### src/rtl/axi_lite_slave_mem.sv
// AXI4-Lite slave backed by a DEPTH-word register array.
// One outstanding write and one outstanding read; OKAY/DECERR responses.
module axi_lite_slave_mem #(
  parameter int ADDR_WIDTH = 32,
  parameter int DATA_WIDTH = 32,
  parameter int DEPTH      = 16
) (
  input  logic                    aclk,
  input  logic                    aresetn,
  input  logic [ADDR_WIDTH-1:0]   awaddr,
  input  logic                    awvalid,
  output logic                    awready,
  input  logic [DATA_WIDTH-1:0]   wdata,
  input  logic [DATA_WIDTH/8-1:0] wstrb,
  input  logic                    wvalid,
  output logic                    wready,
  output logic [1:0]              bresp,
  output logic                    bvalid,
  input  logic                    bready,
  input  logic [ADDR_WIDTH-1:0]   araddr,
  input  logic                    arvalid,
  output logic                    arready,
  output logic [DATA_WIDTH-1:0]   rdata,
  output logic [1:0]              rresp,
  output logic                    rvalid,
  input  logic                    rready
);

  localparam int NB  = DATA_WIDTH / 8;
  localparam int LSB = $clog2(NB);
  localparam int IW  = $clog2(DEPTH);

  localparam logic [1:0] RESP_OKAY   = 2'b00;
  localparam logic [1:0] RESP_DECERR = 2'b11;

  function automatic logic in_rng(
    input logic [ADDR_WIDTH-1:0] a
  );
    return (a >> (LSB + IW)) == '0;
  endfunction

  logic                  init_q;
  logic                  aw_held_q, aw_held_d;
  logic [IW-1:0]         aw_idx_q, aw_idx_d;
  logic                  aw_ok_q, aw_ok_d;
  logic                  w_held_q, w_held_d;
  logic [DATA_WIDTH-1:0] wdata_q, wdata_d;
  logic [NB-1:0]         wstrb_q, wstrb_d;
  logic                  bvalid_q, bvalid_d;
  logic [1:0]            bresp_q, bresp_d;
  logic                  rvalid_q, rvalid_d;
  logic [DATA_WIDTH-1:0] rdata_q, rdata_d;
  logic [1:0]            rresp_q, rresp_d;
  logic [DATA_WIDTH-1:0] mem_q [DEPTH];

  logic aw_hs, w_hs, ar_hs, b_hs, r_hs;
  logic commit;
  logic [IW-1:0]         c_idx;
  logic                  c_ok;
  logic [DATA_WIDTH-1:0] c_data;
  logic [NB-1:0]         c_strb;
  logic [IW-1:0]         ar_idx;
  logic                  ar_ok;
  logic                  unused_addr;

  assign awready = init_q & ~aw_held_q & ~bvalid_q;
  assign wready  = init_q & ~w_held_q & ~bvalid_q;
  assign arready = init_q & ~rvalid_q;
  assign bvalid  = bvalid_q;
  assign bresp   = bresp_q;
  assign rvalid  = rvalid_q;
  assign rdata   = rdata_q;
  assign rresp   = rresp_q;

  assign aw_hs = awvalid & awready;
  assign w_hs  = wvalid & wready;
  assign ar_hs = arvalid & arready;
  assign b_hs  = bvalid_q & bready;
  assign r_hs  = rvalid_q & rready;

  // A held half counts as available, so either arrival order commits.
  assign commit = (aw_held_q | aw_hs) & (w_held_q | w_hs);

  assign c_idx  = aw_held_q ? aw_idx_q : awaddr[LSB +: IW];
  assign c_ok   = aw_held_q ? aw_ok_q : in_rng(awaddr);
  assign c_data = w_held_q ? wdata_q : wdata;
  assign c_strb = w_held_q ? wstrb_q : wstrb;

  assign ar_idx = araddr[LSB +: IW];
  assign ar_ok  = in_rng(araddr);

  assign unused_addr = ^{awaddr[LSB-1:0], araddr[LSB-1:0]};

  always_comb begin
    aw_held_d = aw_held_q;
    aw_idx_d  = aw_idx_q;
    aw_ok_d   = aw_ok_q;
    w_held_d  = w_held_q;
    wdata_d   = wdata_q;
    wstrb_d   = wstrb_q;
    bvalid_d  = bvalid_q;
    bresp_d   = bresp_q;
    if (b_hs) begin
      bvalid_d = 1'b0;
    end
    if (commit) begin
      aw_held_d = 1'b0;
      w_held_d  = 1'b0;
      bvalid_d  = 1'b1;
      bresp_d   = c_ok ? RESP_OKAY : RESP_DECERR;
    end else begin
      if (aw_hs) begin
        aw_held_d = 1'b1;
        aw_idx_d  = awaddr[LSB +: IW];
        aw_ok_d   = in_rng(awaddr);
      end
      if (w_hs) begin
        w_held_d = 1'b1;
        wdata_d  = wdata;
        wstrb_d  = wstrb;
      end
    end
  end

  // Reads sample mem_q before this edge's write lands.
  always_comb begin
    rvalid_d = rvalid_q;
    rdata_d  = rdata_q;
    rresp_d  = rresp_q;
    if (r_hs) begin
      rvalid_d = 1'b0;
    end
    if (ar_hs) begin
      rvalid_d = 1'b1;
      rdata_d  = ar_ok ? mem_q[ar_idx] : '0;
      rresp_d  = ar_ok ? RESP_OKAY : RESP_DECERR;
    end
  end

  always_ff @(posedge aclk or negedge aresetn) begin
    if (!aresetn) begin
      init_q    <= 1'b0;
      aw_held_q <= 1'b0;
      aw_idx_q  <= '0;
      aw_ok_q   <= 1'b0;
      w_held_q  <= 1'b0;
      wdata_q   <= '0;
      wstrb_q   <= '0;
      bvalid_q  <= 1'b0;
      bresp_q   <= 2'b00;
      rvalid_q  <= 1'b0;
      rdata_q   <= '0;
      rresp_q   <= 2'b00;
    end else begin
      init_q    <= 1'b1;
      aw_held_q <= aw_held_d;
      aw_idx_q  <= aw_idx_d;
      aw_ok_q   <= aw_ok_d;
      w_held_q  <= w_held_d;
      wdata_q   <= wdata_d;
      wstrb_q   <= wstrb_d;
      bvalid_q  <= bvalid_d;
      bresp_q   <= bresp_d;
      rvalid_q  <= rvalid_d;
      rdata_q   <= rdata_d;
      rresp_q   <= rresp_d;
    end
  end

  always_ff @(posedge aclk or negedge aresetn) begin
    if (!aresetn) begin
      for (int i = 0; i < DEPTH; i++) begin
        mem_q[i] <= '0;
      end
    end else if (commit && c_ok) begin
      for (int b = 0; b < NB; b++) begin
        if (c_strb[b]) begin
          mem_q[c_idx][8*b +: 8] <= c_data[8*b +: 8];
        end
      end
    end
  end

endmodule

### config.mk
export PLATFORM = sky130hd
export DESIGN_NAME = axi_lite_slave_mem
export DESIGN_NICKNAME = d
export VERILOG_FILES = /design/src/rtl/axi_lite_slave_mem.sv
export SDC_FILE = /design/constraint.sdc
export NUM_CORES = 1
export LEC_CHECK = 0
export CORE_MARGIN = 1.5
export CORE_UTILIZATION = 61
export CTS_CLUSTER_DIAMETER = 60
export DETAILED_ROUTE_END_ITERATION = 12
export DONT_BUFFER_PORTS = 1
export PLACE_DENSITY = 0.79
export SYNTH_ARGS = -nofsm -noshare
export SYNTH_HDL_FRONTEND = slang
export SYNTH_SLANG_ARGS = --single-unit
export TNS_END_PERCENT = 50
### constraint.sdc
create_clock -name aclk -period 7.55 [get_ports aclk]
set_input_delay 1.51 -clock aclk [delete_from_list [all_inputs] [get_ports aclk]]
set_output_delay 1.51 -clock aclk [all_outputs]
set_load 0.01 [all_outputs]
Run 1, met2 routing:
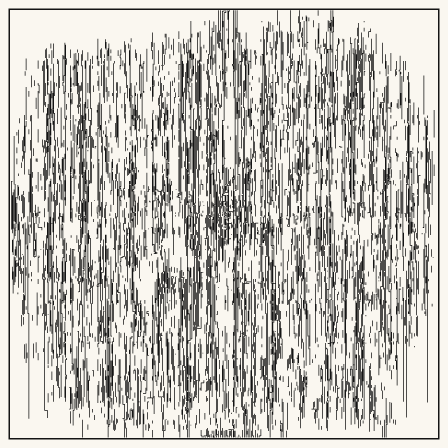
longest straight run: 94.9 um
wire length on this layer: 28.7 mm
nets with wire on the layer: 1688
share of all routed wire: 48%
main direction: vertical
met2 routing resource usage after global routing: 0.440
final wirelength: 60100 um
count of vias placed by the detailed router: 14900

Run 1, clock routing:
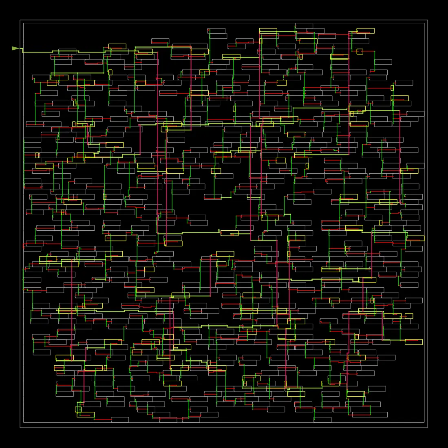
Num CTS Buffers: 66
Setup Skew: 0.0149 ns
Power Clock: 3.16 mW

==> impl_summary.log, run 1 <==
[flow] collecting metrics
[metrics] most frequently placed logic cells in the final layout: sky130_fd_sc_hd__dfrtp_1, sky130_fd_sc_hd__mux2_2, sky130_fd_sc_hd__mux4_2
[metrics] asr flop ratio synth: 1.00
[metrics] top cells by count, synth: sky130_fd_sc_hd__dfrtp_1, sky130_fd_sc_hd__mux2_2, sky130_fd_sc_hd__mux4_2
[metrics] VDD IR max: 0.000223 V
[metrics] fp_density: 0.616
[metrics] final critical-path required period: 3.98 ns
[metrics] number of standard cells reported by yosys: 1730
[metrics] drt first-iter violations: 1069
[metrics] reported max-cap violation count: 0
[metrics] total tool warning count: 39
[metrics] Reg2Reg Capture Point: mem_q[53]
[metrics] data required time at the worst endpoint: 8.02 ns
[metrics] Post CTS Setup Buffer Count: 0
[metrics] slack of the worst reg-to-reg path: 3.59 ns
[metrics] clock transition time at the flip-flop clock pins of the worst setup and hold paths: 0.06 ns
[metrics] mean post-synth cell area: 15.7 sq um
[metrics] average wire per standard cell: 25.8 um
[metrics] longest individual stage delay on the worst path: 1.05 ns
[metrics] cell area power density: 286 mW/mm^2
[metrics] count of yosys warnings during synthesis: 0
[metrics] maximum clock frequency: 0.251 GHz
[metrics] maximum number of buffers from clock root to sink: 3
[metrics] placed instance area: 0.0275 sq mm
[metrics] number of standard-cell rows in the floorplan: 77
[metrics] worst min-delay path category: flip-flop to flip-flop
[metrics] clock sink count: 592
[metrics] Max stage delay cell, worst path: sky130_fd_sc_hd__nor3_2
[metrics] Die Wd: 214 um
[metrics] top cell type by total area after synthesis: sky130_fd_sc_hd__dfrtp_1
[metrics] transition at the pin with the smallest max-transition slack: 2.98 ns
[metrics] CP Max Fanout: 8
[metrics] FF+latch count, synth: 592
[metrics] run status: complete, but fails checks
[metrics] post-synth tally of flip-flops with integrated enable: 0
[metrics] number of pins exceeding their max-slew limit in the final report: 453
[metrics] endpoint type of the worst setup path: flip-flop
[metrics] final count of hold timing violations: 0
[metrics] worst hold start: mem_q[77]
[metrics] maximum number of pins on one net before global-route repair: 593
[metrics] HPWL reported at the end of detailed placement: 34700 um
[metrics] placer congestion estimate: 0.846
[metrics] Die Height: 214 um
[metrics] DRC errors left: 0
[metrics] antenna violations before repair: 1
[metrics] I/O pin cnt: 148
[metrics] cts hold-fix bufs: 0
[metrics] post-CTS sizing: 0
[metrics] global-route usage over all layers: 0.277
[metrics] ratio of final minimum period to clock period: 0.527
[metrics] number of cells on the worst hold path: 1
[metrics] Top cell area share: 0.547
[metrics] iteration count of the initial detailed-routing pass: 5
[metrics] number of vias per cell after detailed routing: 6.40
[metrics] latest clock arrival within the worst-skew pair: 0.59 ns
[metrics] post-synthesis instance area: 0.0271 sq mm
[metrics] number of global-route vias before repair: 16200
[metrics] failing checks: slew limit
[metrics] Register-to-Register Path Depth: 6
[metrics] Final Total Pwr: 8.47 mW
[metrics] Core Region: 0.0440 sq mm
[metrics] worst min-delay path endpoint: mem_q[77]
[metrics] ys flop type: sky130_fd_sc_hd__dfrtp_1
[metrics] Post-Syn Instances: 1730
[metrics] startpoint of the lowest-slack register-to-register path: w_held_q
[metrics] setup repair after global routing missed its margin: no
[metrics] share of layout cells above drive strength 1: 0.508
[metrics] post-detailed-route count of antenna-violating nets: 0
[metrics] data arrival time of the critical path: 4.46 ns
[metrics] setup-violating endpoint count in the final report: 0
[metrics] count of fill cells added during filler insertion: 3002
[metrics] post-synthesis to final-layout area growth: 9.28%
[metrics] Die Size: 0.0457 sq mm
Run 1, signal wires on met3:
Bar = 50 um.
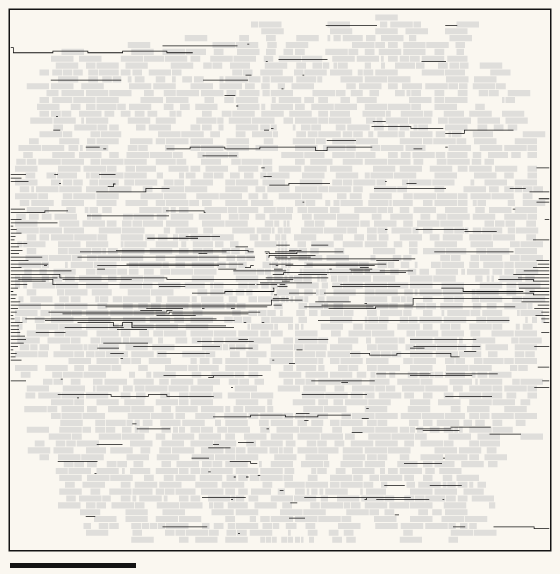
share of all routed wire: 6.9%
longest straight run: 103 um
nets with wire on the layer: 168
wire length on this layer: 4150 um
met3 track utilization from global routing: 0.0778

Run 1, met1 routing:
Bar = 50 um. Supply wires on this layer in gray.
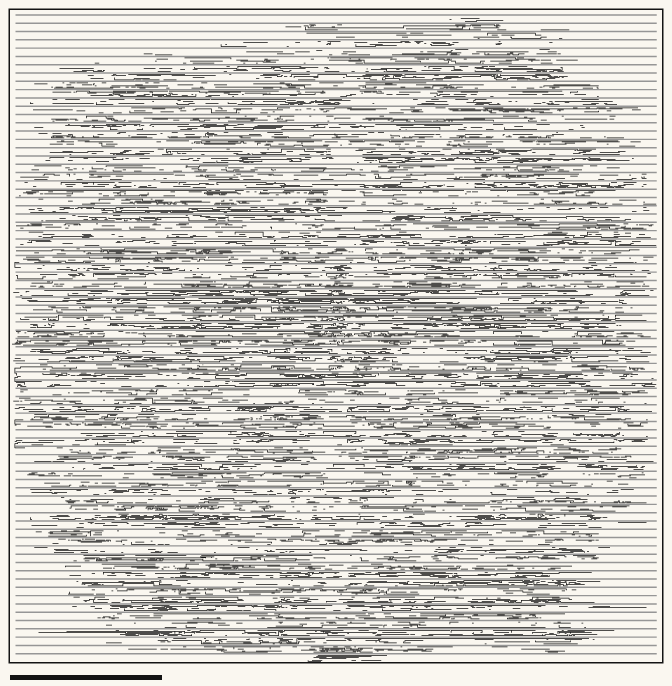
share of all routed wire: 42%
longest straight run: 80.0 um
wire length on this layer: 25.1 mm
main direction: horizontal
met1 capacity usage during global routing: 0.368

==> run 1: power breakdown <==
part	internal (mW)	total (mW)	switching, mW
combinational	0.654	1.43	0.775
sequential	3.62	3.88	0.259
clock	1.90	3.16	1.26
==> run 1: area by class of cell <==
cell class                      count  area, sq um  share of cell area
Sequential cell                   592        14800               0.500
Antenna cell                        1         2.50           0.0000845
Tap cell                          592          741              0.0250
Clock inverter                      7         77.6             0.00262
Timing Repair Buffer                5         37.5             0.00127
Inverter                            6         22.5            0.000760
Clock buffer                      106         2060              0.0695
Multi-Input combinational cell   1025        11900               0.401
==> run 1: sequential cells by signal, indices dropped and copies added (netlist names) <==
name and count:
aw_ok_q 1, rdata 32, bvalid 1, wdata_q 32, bresp 1, w_held_q 1
rresp 1, wstrb_q 4, init_q 1, rvalid 1, aw_idx_q 4, aw_held_q 1
mem_q 512
==> run 1: critical path, delay by kind of cell <==
family / cells / cell delay, ns
AND-OR/OR-AND: 1 / 0.60
multiplexers: 1 / 0.43
AND/OR/NAND/NOR: 3 / 1.90
==> run 1: routing by layer <==
| layer | GRT usage | up-vias | share of wire |
|---|---|---|---|
| li1 | - | 6434 | - |
| met1 | 0.368 | 7966 | 0.42 |
| met2 | 0.440 | 414 | 0.48 |
| met3 | 0.0778 | 114 | 0.069 |
| met4 | 0.102 | 0 | 0.035 |
| met5 | 0 | - | 0 |
==> run 1: cells by family (layout without fill, tap and decap cells) <==
group | count (synthesis) | in the layout | share of synthesized area
buffers and inverters | 113 | 124 | 0.0163
AND-OR/OR-AND | 111 | 111 | 0.0291
other | 1 | 2 | 0.000138
multiplexers | 749 | 749 | 0.363
AND/OR/NAND/NOR | 164 | 164 | 0.0451
flip-flops | 592 | 592 | 0.547
==> run 1: worst max path at each step <==
stage | start | to | slack (ns) | depth (start not counted)
CTS | awaddr[2] | mem_q[53] | 3.77 | 5
finish | awaddr[3] | mem_q[53] | 3.57 | 5
global route | awaddr[13] | mem_q[116] | 3.56 | 5
global placement | awaddr[2] | mem_q[52] | 3.25 | 5
detailed placement | awaddr[2] | mem_q[53] | 3.13 | 5
floorplan | awaddr[7] | mem_q[440] | 3.93 | 7
==> run 1: stage by stage <==
stage               instances  setup slack [ns]   util  hold slack (ns)
floorplan                1730              3.93      -            0.474
global placement         2220              3.25  0.624            0.481
detailed placement       2220              3.13  0.624            0.490
CTS                      2333              3.77  0.673            0.502
global route             2333              3.56  0.673            0.509
finish                   2334              3.57  0.673            0.500
==> run 1 -> run 2 <==
- clock period: 7.55 -> 4.14 ns (I/O delays scaled with it)
Run 2, signal wires on met4:
Supply wires on this layer in gray.
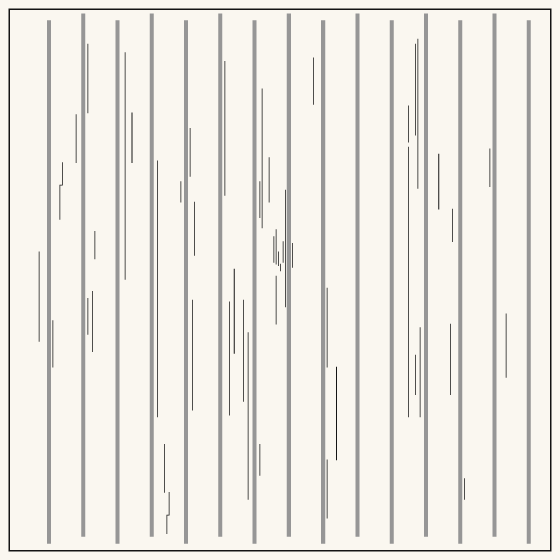
main direction: vertical
longest straight run: 107 um
share of all routed wire: 2.4%
wire length on this layer: 1450 um
nets with wire on the layer: 27
final wirelength: 59800 um
count of vias placed by the detailed router: 15400

Run 2, met1 routing:
Bar = 50 um. Supply wires on this layer in gray.
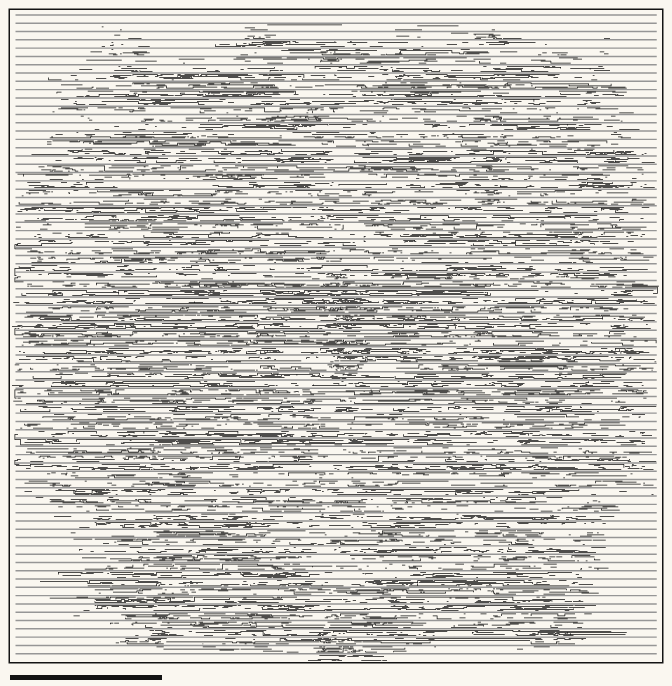
wire length on this layer: 25.7 mm
main direction: horizontal
nets with wire on the layer: 1775
longest straight run: 65.3 um
share of all routed wire: 43%
met1 capacity usage during global routing: 0.383

==> run 2 against run 1 <==
Against the previous run: the flow finishes with violations (hold timing, slew limit); wire length shrank 0.57%; sequential share of layout area down 0.54 points; register-to-register slack got worse by 2.9 ns; synthesized area did not move; combinational power up 85%; non-clock buffer count grew 67; clock skew is 0.0015 ns higher; die area is the same; critical path type is now flip-flop to flip-flop; critical endpoint is now mem_q[160]; largest cell class unchanged.
==> impl_summary.log, run 2 <==
[flow] collecting metrics
[metrics] run status: complete, but fails checks
[metrics] failing checks: hold timing, slew limit
[metrics] port bufs: 0
[metrics] main area contributors after synthesis: sky130_fd_sc_hd__dfrtp_1, sky130_fd_sc_hd__mux2_2, sky130_fd_sc_hd__mux4_2
[metrics] total nets after synthesis: 1837
[metrics] HPWL reported at the end of detailed placement: 35800 um
[metrics] Top cell area share: 0.547
[metrics] top cell type by instance count after synthesis: sky130_fd_sc_hd__dfrtp_1
[metrics] final count of hold timing violations: 36
[metrics] top cells by count, synth: sky130_fd_sc_hd__dfrtp_1, sky130_fd_sc_hd__mux2_2, sky130_fd_sc_hd__mux4_2
[metrics] Core Region: 0.0440 sq mm
[metrics] CP Max Fanout: 17
[metrics] total gr overflow: 0
[metrics] flip-flop count of the largest register, all copies and words added: 512
[metrics] capturing element of the worst setup path: mem_q[160]
[metrics] yosys-reported design area after synthesis: 0.0271 sq mm
[metrics] logic depth of the worst path, buffers included: 5
[metrics] post-synth tally of flip-flops with integrated enable: 0
[metrics] data arrival time of the critical path: 3.91 ns
[metrics] maximum clock frequency: 0.293 GHz
[metrics] Layout Cells excl Fill: 2393
[metrics] Nets: 1863
[metrics] Die Size: 0.0457 sq mm
[metrics] count of buffering cells on the critical path with inverters included: 0
[metrics] Register-to-Register Path Depth: 5
[metrics] Reg2Reg Capture Point: mem_q[160]
[metrics] DRC errors left: 0
[metrics] mean post-synth cell area: 15.7 sq um
[metrics] post-synthesis to final-layout area growth: 10.5%
[metrics] maximum number of buffers from clock root to sink: 3
[metrics] ordered list of cells on the worst path: or3b_2 > a222oi_1 > nand2_1 > nor3_2 > mux2_2
[metrics] clock root buffer: sky130_fd_sc_hd__clkbuf_16
[metrics] clock sink count: 592
[metrics] register bank with the most flops: mem_q
[metrics] global-route usage over all layers: 0.275
[metrics] clock tree from TritonCTS: yes
[metrics] antenna violations before repair: 1
[metrics] asr flop ratio synth: 1.00
[metrics] I/O pin cnt: 148
[metrics] Unique masters post-synth: 33
[metrics] number of pins exceeding their max-slew limit in the final report: 320
[metrics] Pleak: 14.0 nW
[metrics] CTS H-Tree Depth: 2
[metrics] Post-Syn Instances: 1730
[metrics] smallest hold slack: -0.0936 ns
[metrics] Die Wd: 214 um
[metrics] source of the critical timing path: aw_held_q
[metrics] Seq/Total Area, Yosys: 0.547
[metrics] number of standard cells reported by yosys: 1730
[metrics] number of global-route vias before repair: 16500
[metrics] reported max-cap violation count: 0
[metrics] placer congestion estimate: 0.839
[metrics] clock transition time at the flip-flop clock pins of the worst setup and hold paths: 0.06 ns
[metrics] iteration count of the initial detailed-routing pass: 5
[metrics] data required time at the worst endpoint: 4.63 ns
[metrics] post-detailed-route count of antenna-violating nets: 0
[metrics] setup-violating endpoint count in the final report: 0
[metrics] worst slew margin relative to its limit: -0.346
[metrics] longest individual stage delay on the worst path: 0.70 ns
[metrics] critical path type: flip-flop to flip-flop
[metrics] slack of the worst reg-to-reg path: 0.72 ns
[metrics] number of vias per cell after detailed routing: 6.44
[metrics] Post CTS Setup Buffer Count: 0
[metrics] latest clock arrival within the worst-skew pair: 0.62 ns
[metrics] setup total negative slack: 0 ns
[metrics] kind of cell with the highest combined delay on the critical path: simple AND/OR/NAND/NOR gates
[metrics] count of yosys warnings during synthesis: 0
[metrics] worst min-delay path category: primary input to async pin
[metrics] fp_density: 0.616
[metrics] most frequently placed logic cells in the final layout: sky130_fd_sc_hd__dfrtp_1, sky130_fd_sc_hd__mux2_2, sky130_fd_sc_hd__mux4_2
[metrics] average wire per standard cell: 25.0 um
[metrics] total tool warning count: 41
[metrics] maximum number of pins on one net before global-route repair: 593
[metrics] number of standard-cell rows in the floorplan: 77
[metrics] number of cells after detailed placement: 2287
[metrics] global-route wire length before repair: 94500 um
[metrics] VDD IR max: 0.000402 V
[metrics] transition at the pin with the smallest max-transition slack: 2.02 ns
[metrics] final critical-path required period: 3.42 ns
[metrics] ratio of final minimum period to clock period: 0.825
[metrics] Setup Skew: 0.0163 ns
[metrics] share of layout cells above drive strength 1: 0.529
[metrics] Die Height: 214 um
[metrics] post-CTS sizing: 0
[metrics] FF+latch count, synth: 592
[metrics] endpoint type of the worst setup path: flip-flop
[metrics] post-synthesis instance area: 0.0271 sq mm
[metrics] cell area power density: 503 mW/mm^2
[metrics] ys flop type: sky130_fd_sc_hd__dfrtp_1
[metrics] most frequent logic cell in the layout: sky130_fd_sc_hd__dfrtp_1
[metrics] nature of the critical path startpoint: flip-flop
[metrics] setup repair after global routing missed its margin: no
[metrics] top cell type by total area after synthesis: sky130_fd_sc_hd__dfrtp_1
[metrics] Num CTS Buffers: 59
[metrics] drt first-iter violations: 1125
[metrics] startpoint of the lowest-slack register-to-register path: aw_held_q
[metrics] Max stage delay cell, worst path: sky130_fd_sc_hd__nor3_2
[run 2: netlist changes by cell type in the layout (fill, tap and decap cells not counted), sizes merged]
cell	change
clkbuf	-18
inv	-3
bufinv	+2
diode	+1
clkinv	+8
clkinvlp	+2
buf	+67
[run 2: worst min-delay path by stage]
stage,slack (ns),depth (start not counted),to,from
3_3_place_gp,0.48,1,wdata_q[8],wdata_q[8]
2_1_floorplan,0.47,1,wdata_q[0],wdata_q[0]
5_1_grt,-0.11,0,mem_q[302],aresetn
6_report,-0.09,0,mem_q[239],aresetn
4_1_cts,-0.1,0,rdata[11],aresetn
3_5_place_dp,0.49,1,wdata_q[20],wdata_q[20]
[run 2: cell type report]
type,count,area [sq um]
clock buffers,88,1780
clock inverters,16,160
multi-input cells,1025,11900
diodes,2,5.00
inverters,6,22.5
fillers,2967,14100
well taps,592,741
repair buffers,72,553
flip-flops and latches,592,14800
[run 2: metrics by stage]
| stage | area [sq um] | utilization | power (mW) | setup WS, ns |
|---|---|---|---|---|
| CTS | 29900 | 0.680 | 15.1 | 0.914 |
| finish | 29900 | 0.680 | 15.1 | 0.725 |
| detailed placement | 28000 | 0.636 | 9.78 | 0.749 |
| global placement | 28000 | 0.636 | 9.59 | 0.829 |
| floorplan | 27100 | - | 9.21 | 1.21 |
| global route | 29900 | 0.680 | 15.7 | 0.701 |
[run 2: power breakdown]
part	internal [mW]	total [mW]	switching (mW)
clock	3.13	5.34	2.21
combinational	1.23	2.65	1.41
sequential	6.60	7.09	0.481
total	11.0	15.1	4.10
[run 2: worst reg2reg max path, stage by stage (launching register included)]
cell and delay, ns:
sky130_fd_sc_hd__dfrtp_1 0.56, sky130_fd_sc_hd__or3b_2 0.55, sky130_fd_sc_hd__a222oi_1 0.66, sky130_fd_sc_hd__nand2_1 0.40, sky130_fd_sc_hd__nor3_2 0.70, sky130_fd_sc_hd__mux2_2 0.42
[run 2: cells by family after synthesis]
group | Yosys count | share of synthesized area
DFF | 592 | 0.547
muxes | 749 | 0.363
AOI/OAI and AO/OA | 111 | 0.0291
other | 1 | 0.000138
buffers and inverters | 113 | 0.0163
and+or+nand+nor | 164 | 0.0451
[run 2: metal layers]
metal | routed length, um | vias up | track usage
li1 | - | 6563 | -
met1 | 25700 | 8307 | 0.383
met2 | 29100 | 422 | 0.443
met3 | 3530 | 113 | 0.0495
met4 | 1450 | 0 | 0.0881
met5 | 0 | - | 0
==> run 2 -> run 3 <==
- CORE_UTILIZATION: 61 -> 58
- PLACE_DENSITY: 0.79 -> 0.78
- clock period: 4.14 -> 2.7 ns (I/O delays scaled with it)
Run 3, met2 routing:
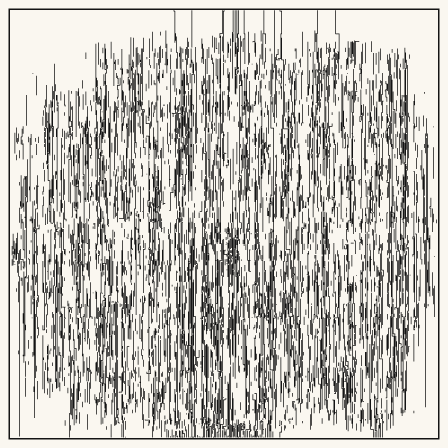
main direction: vertical
wire length on this layer: 30.1 mm
nets with wire on the layer: 1779
share of all routed wire: 49%
final wirelength: 61200 um
met2 routing resource usage after global routing: 0.436

Run 3, signal wires on met3:
Bar = 50 um.
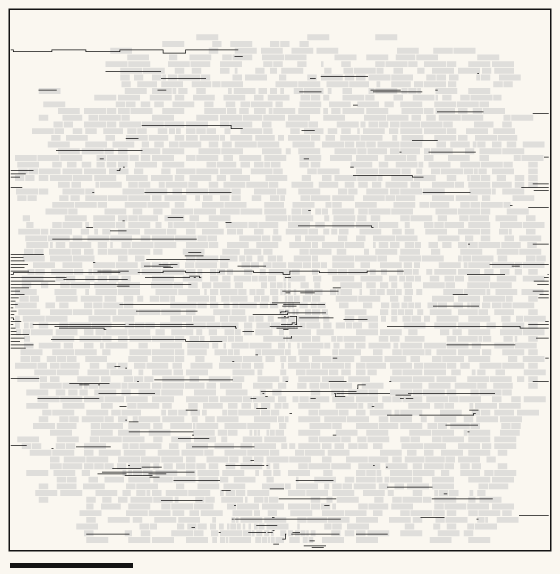
main direction: horizontal
nets with wire on the layer: 138
count of vias placed by the detailed router: 15400
met3 track utilization from global routing: 0.0413

==> run 3 against run 2 <==
Against the previous run: the flow still finishes with violations (hold timing, slew limit); critical path type unchanged; wire length increased by 2.3%; die area increased by 5.1%; clock skew increased by 0.0055 ns; highest routed layer is now met5; hold slack got worse by 0.28 ns.
==> impl_summary.log, run 3 <==
[flow] collecting metrics
[metrics] run status: complete, but fails checks
[metrics] failing checks: hold timing, slew limit
[metrics] total gr overflow: 0
[metrics] Antenna Diode Count: 0
[metrics] maximum number of buffers from clock root to sink: 3
[metrics] clock tree from TritonCTS: yes
[metrics] Top cell area share: 0.547
[metrics] post-synthesis to final-layout area growth: 12.0%
[metrics] worst slew margin relative to its limit: -0.184
[metrics] source of the critical timing path: aw_held_q
[metrics] yosys-reported design area after synthesis: 0.0271 sq mm
[metrics] most frequent logic cell in the layout: sky130_fd_sc_hd__dfrtp_1
[metrics] top cell type by instance count after synthesis: sky130_fd_sc_hd__dfrtp_1
[metrics] reported max-cap violation count: 0
[metrics] number of standard cells reported by yosys: 1730
[metrics] number of standard-cell rows in the floorplan: 79
[metrics] CTS H-Tree Depth: 2
[metrics] Post CTS Setup Buffer Count: 0
[metrics] most frequently placed logic cells in the final layout: sky130_fd_sc_hd__dfrtp_1, sky130_fd_sc_hd__mux2_2, sky130_fd_sc_hd__mux4_2
[metrics] FF+latch count, synth: 592
[metrics] antenna violations before repair: 1
[metrics] Unique masters post-synth: 33
[metrics] Die Height: 219 um
[metrics] cts hold-fix bufs: 2
[metrics] capturing element of the worst setup path: mem_q[188]
[metrics] setup slack at placement: -0.0369 ns
[metrics] VDD IR max: 0.000741 V
[metrics] setup-violating endpoint count in the final report: 0
[metrics] total nets after synthesis: 1837
[metrics] CP Max Fanout: 8
[metrics] smallest hold slack: -0.376 ns
[metrics] Nets: 1887
[metrics] port bufs: 0
[metrics] Setup Skew: 0.0218 ns
[metrics] Pint: 16.9 mW
[metrics] number of global-route vias before repair: 17000
[metrics] asr flop ratio synth: 1.00
[metrics] maximum clock frequency: 0.377 GHz
[metrics] Post-Syn Instances: 1730
[metrics] Final Total Pwr: 23.2 mW
[metrics] register bank with the most flops: mem_q
[metrics] average wire per standard cell: 25.2 um
[metrics] transition at the pin with the smallest max-transition slack: 1.78 ns
[metrics] data required time at the worst endpoint: 3.20 ns
[metrics] endpoint type of the worst setup path: flip-flop
[metrics] Reg2Reg Capture Point: mem_q[188]
[metrics] I/O pin cnt: 148
[metrics] drt first-iter violations: 1010
[metrics] Reg power frac: 0.467
[metrics] post-detailed-route count of antenna-violating nets: 0
[metrics] DRC errors left: 0
[metrics] mean post-synth cell area: 15.7 sq um
[metrics] cell area power density: 764 mW/mm^2
[metrics] switching power: 6.30 mW
[metrics] maximum number of pins on one net before global-route repair: 593
[metrics] clock transition time at the flip-flop clock pins of the worst setup and hold paths: 0.06 ns
[metrics] flip-flop count of the largest register, all copies and words added: 512
[metrics] ratio of final minimum period to clock period: 0.982
[metrics] share of power burned in combinational logic: 0.183
[metrics] nature of the critical path startpoint: flip-flop
[metrics] post-synth tally of flip-flops with integrated enable: 0
[metrics] critical path type: flip-flop to flip-flop
[metrics] top cells by count, synth: sky130_fd_sc_hd__dfrtp_1, sky130_fd_sc_hd__mux2_2, sky130_fd_sc_hd__mux4_2
[metrics] final count of hold timing violations: 463
[metrics] global-route wire length before repair: 97200 um
[metrics] final core occ: 0.655
[metrics] main area contributors after synthesis: sky130_fd_sc_hd__dfrtp_1, sky130_fd_sc_hd__mux2_2, sky130_fd_sc_hd__mux4_2
[metrics] startpoint of the lowest-slack register-to-register path: aw_held_q
[metrics] ys flop type: sky130_fd_sc_hd__dfrtp_1
[metrics] clock sink count: 592
[metrics] net switching share of the total power: 0.272
[metrics] slack of the worst reg-to-reg path: 0.05 ns
[metrics] number of vias per cell after detailed routing: 6.34
[metrics] latest clock arrival within the worst-skew pair: 0.63 ns
[metrics] share of layout cells above drive strength 1: 0.532
[metrics] number of pins exceeding their max-slew limit in the final report: 180
[metrics] fp_density: 0.585
[metrics] Worst Slack Setup Final: 0.0496 ns
[run 3: cell counts after synthesis]
Identical to the previous run, type by type.
[run 3: power by group through the flow]
stage               Combinational [mW]  Sequential [mW]  Clock (mW)
floorplan                         3.43             10.7           0
finish                            4.23             10.8        8.12
global route                      4.55             11.0        8.63
CTS                               4.20             10.8        8.28
detailed placement                4.16             11.0           0
global placement                  3.96             10.8           0
[run 3: critical path, stage by stage, from the launching register on]
cell                       delay (ns)
sky130_fd_sc_hd__dfrtp_2         0.45
sky130_fd_sc_hd__or3b_2          0.47
sky130_fd_sc_hd__a222oi_1        0.36
sky130_fd_sc_hd__buf_4           0.21
sky130_fd_sc_hd__nand2_1         0.22
sky130_fd_sc_hd__nor3_2          0.27
sky130_fd_sc_hd__buf_12          0.19
sky130_fd_sc_hd__mux2_2          0.34
[run 3: worst min path at each step]
stage	slack [ns]	endpoint	startpoint	depth (start not counted)
3_5_place_dp	0.26	mem_q[141]	aresetn	0
2_1_floorplan	0.24	aw_held_q	aresetn	0
3_3_place_gp	0.27	mem_q[141]	aresetn	0
5_1_grt	-0.41	mem_q[141]	aresetn	0
4_1_cts	-0.40	mem_q[141]	aresetn	0
6_report	-0.38	mem_q[141]	aresetn	0
[run 3: cell type report]
cell class | instances | area, sq um | share of cell area
clock inverter | 8 | 78.8 | 0.00260
sequential | 592 | 14800 | 0.488
clock buffer | 95 | 1850 | 0.0609
timing repair buffer | 94 | 936 | 0.0308
tap | 607 | 759 | 0.0250
inverter | 6 | 22.5 | 0.000742
multi-input combinational | 1025 | 11900 | 0.392
[run 3: cells by family after synthesis]
family / share of synthesized area
flops: 0.547
compound gates: 0.0291
simple gates: 0.0451
other cells: 0.000138
mux: 0.363
buf+inv: 0.0163
[run 3: per-stage QoR]
| stage | std cells | cell area [sq um] | hold slack (ns) |
|---|---|---|---|
| floorplan | 1730 | 27100 | 0.244 |
| global placement | 2322 | 28400 | 0.268 |
| detailed placement | 2322 | 28400 | 0.264 |
| CTS | 2427 | 30300 | -0.403 |
| global route | 2427 | 30300 | -0.409 |
| finish | 2427 | 30300 | -0.376 |
[run 3: layer usage]
metal	global-route usage	routed length [um]	up-vias
li1	-	-	6614
met1	0.367	26800	8322
met2	0.436	30100	339
met3	0.0413	2620	118
met4	0.0831	1660	2
met5	0	8	-
[run 3: repair_timing]
item                                    in CTS  in global routing
resized                                      0                  6
endpoints found under the setup margin       0                146
hold endpoints to repair                   594                592
Power is estimated from default activity; no workload was simulated.
